==> images/layer_met2.png <==
Cells faint in the background.
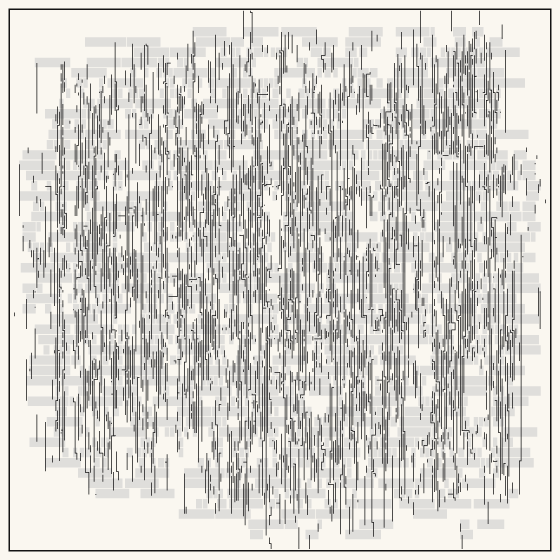
==> images/io_fan.png <==
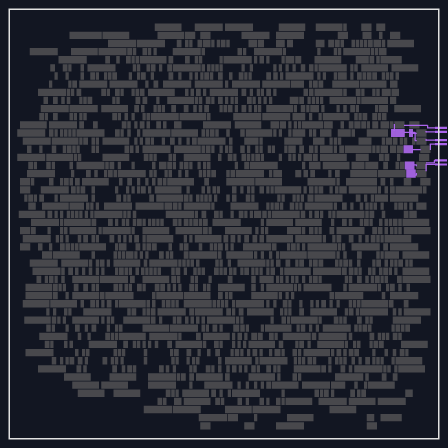
==> images/layer_met3.png <==
The bar under the picture is 50 um long.
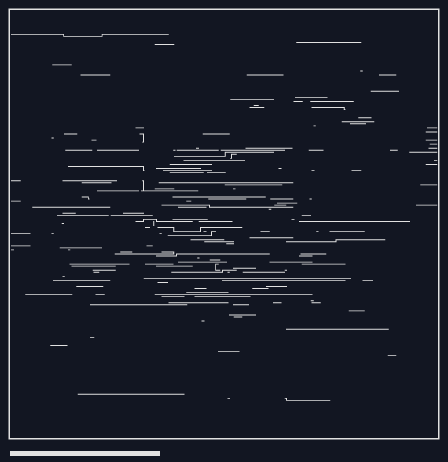
==> images/placement_by_type.png <==
Fill, decap, tap and diode cells in grey.
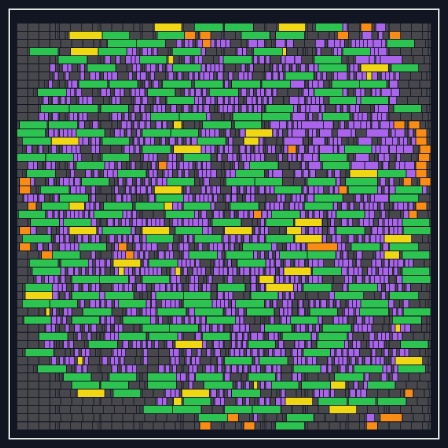
==> images/placement.png <==
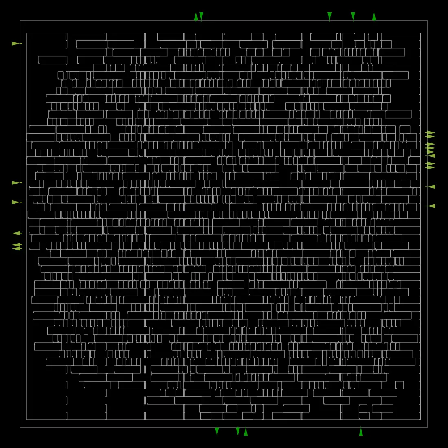
==> config.mk <==
export PLATFORM = sky130hd
export DESIGN_NAME = free_list_flat
export DESIGN_NICKNAME = d
export VERILOG_FILES = /design/src/rtl/free_list_pkg.sv /design/src/rtl/free_list_if.sv /design/src/rtl/free_list.sv /design/src/flat_wrapper.sv
export SDC_FILE = /design/constraint.sdc
export NUM_CORES = 1
export LEC_CHECK = 0
export ABC_AREA = 1
export CAP_MARGIN = 20
export CORE_MARGIN = 2
export CORE_UTILIZATION = 57
export CTS_CLUSTER_SIZE = 14
export DETAILED_ROUTE_END_ITERATION = 16
export HOLD_SLACK_MARGIN = 0.15
export PLACE_DENSITY = 0.77
export SLEW_MARGIN = 30
export SYNTH_ARGS = -nofsm -noshare
export SYNTH_HDL_FRONTEND = slang
export SYNTH_SLANG_ARGS = --single-unit
==> constraint.sdc <==
create_clock -name clk -period 6 [get_ports clk]
set_input_delay 0.9 -clock clk [delete_from_list [all_inputs] [get_ports clk]]
set_output_delay 0.9 -clock clk [all_outputs]
set_load 0.03 [all_outputs]
==> impl_metrics.toml <==
# generated from flow reports
[cells_and_area]
clkCellAreaFrac_pct = 6.659
buffer_area_share_pct = 3.075
lay_top_cells = "nand2_1, o21ai_0, inv_1"
clkbuf_count = 34

[clock_tree]
cts_made_buffers = 24
cts.reportedPaths.clkPinSlew_ns = 0.06
cts_tree = "done"
root_buffer = "clkbuf_16"

[detailed_routing]
postRouteAntennaNets = 0
routedWlPerCell_um = 15.62
top_layer = "met4"
drtPass1Iterations = 5

[synthesis]
ys_sh_xor_pct = 1.111
postSynthSeqShare_pct = 49.14
yosys.area.top_type = "dfstp_2"
netlist_area_um2 = 11030
ys_warn_count = 0
ys_sh_mux_pct = 0
ys_ff = 211

[run]
warning_count = 31

[setup_path]
path_depth = 6
crit_chain = "inv_1 > ha_1 > a21o_1 > a31oi_1 > xnor2_1 > clkdlybuf4s50_1"
slowest_delay_ns = 0.79
worstPathMaxFanout = 17
critical-path-top-delay-family = "buffers and inverters"
reg2regPathDepth = 10
rrSetupSlack_ns = 2.66

[power_and_ir_drop]
p_leak_nw = 5.635
p_sw_mw = 2.805
power_mw = 6.934
clock_power_mw = 1.46
power.group.top = "combinational logic"
peakVddDrop_uv = 385.2
comb_power_share_pct = 40.6

[timing]
finalHoldViolations = 0
report.final.slew_viol_count = 0
slew_headroom_pct = 34.98
finalSetupViolations = 0

[run_status]
outcome = "finished clean"

[global_routing]
grtUsageTotal_pct = 27.47
grt-ovfl-total = 0
Back to the opening pictures, layer_met2.png:
nets with wire on the layer: 1063
wire length on this layer: 12200 um
final wirelength: 26830 um
DR vias: 9079
met2 GRT Util: 43.54%

Back to the opening pictures, io_fan.png:
[purple] bus_free_count | bits: 6 | direction: output | end cells: 6 | wire: 50.1 um
I/O Buffers: 24
# IOs: 25

Back to the opening pictures, layer_met3.png:
nets with wire on the layer: 97
main direction: horizontal
wire length on this layer: 1760 um
M3 GR Usage: 4.292%

Back to the opening pictures, placement_by_type.png:
[purple] combinational and other logic | cells: 1166 | share of their area: 44%
[green] flops | cells: 211 | share of their area: 46%
[orange] other buffers and delay cells | cells: 37 | share of their area: 3.2%
[yellow] clock drivers and dummy loads | cells: 44 | share of their area: 6.8%
total core area: 18830 um^2
Final Core Density: 63.96%
final instance area: 12040 um^2
Seq/total area: 45.05%

Back to the opening pictures, placement.png:
Post-Layout Cell Count: 1718
FP Rows: 50
sequential cell count: 211
Tapcells: 260

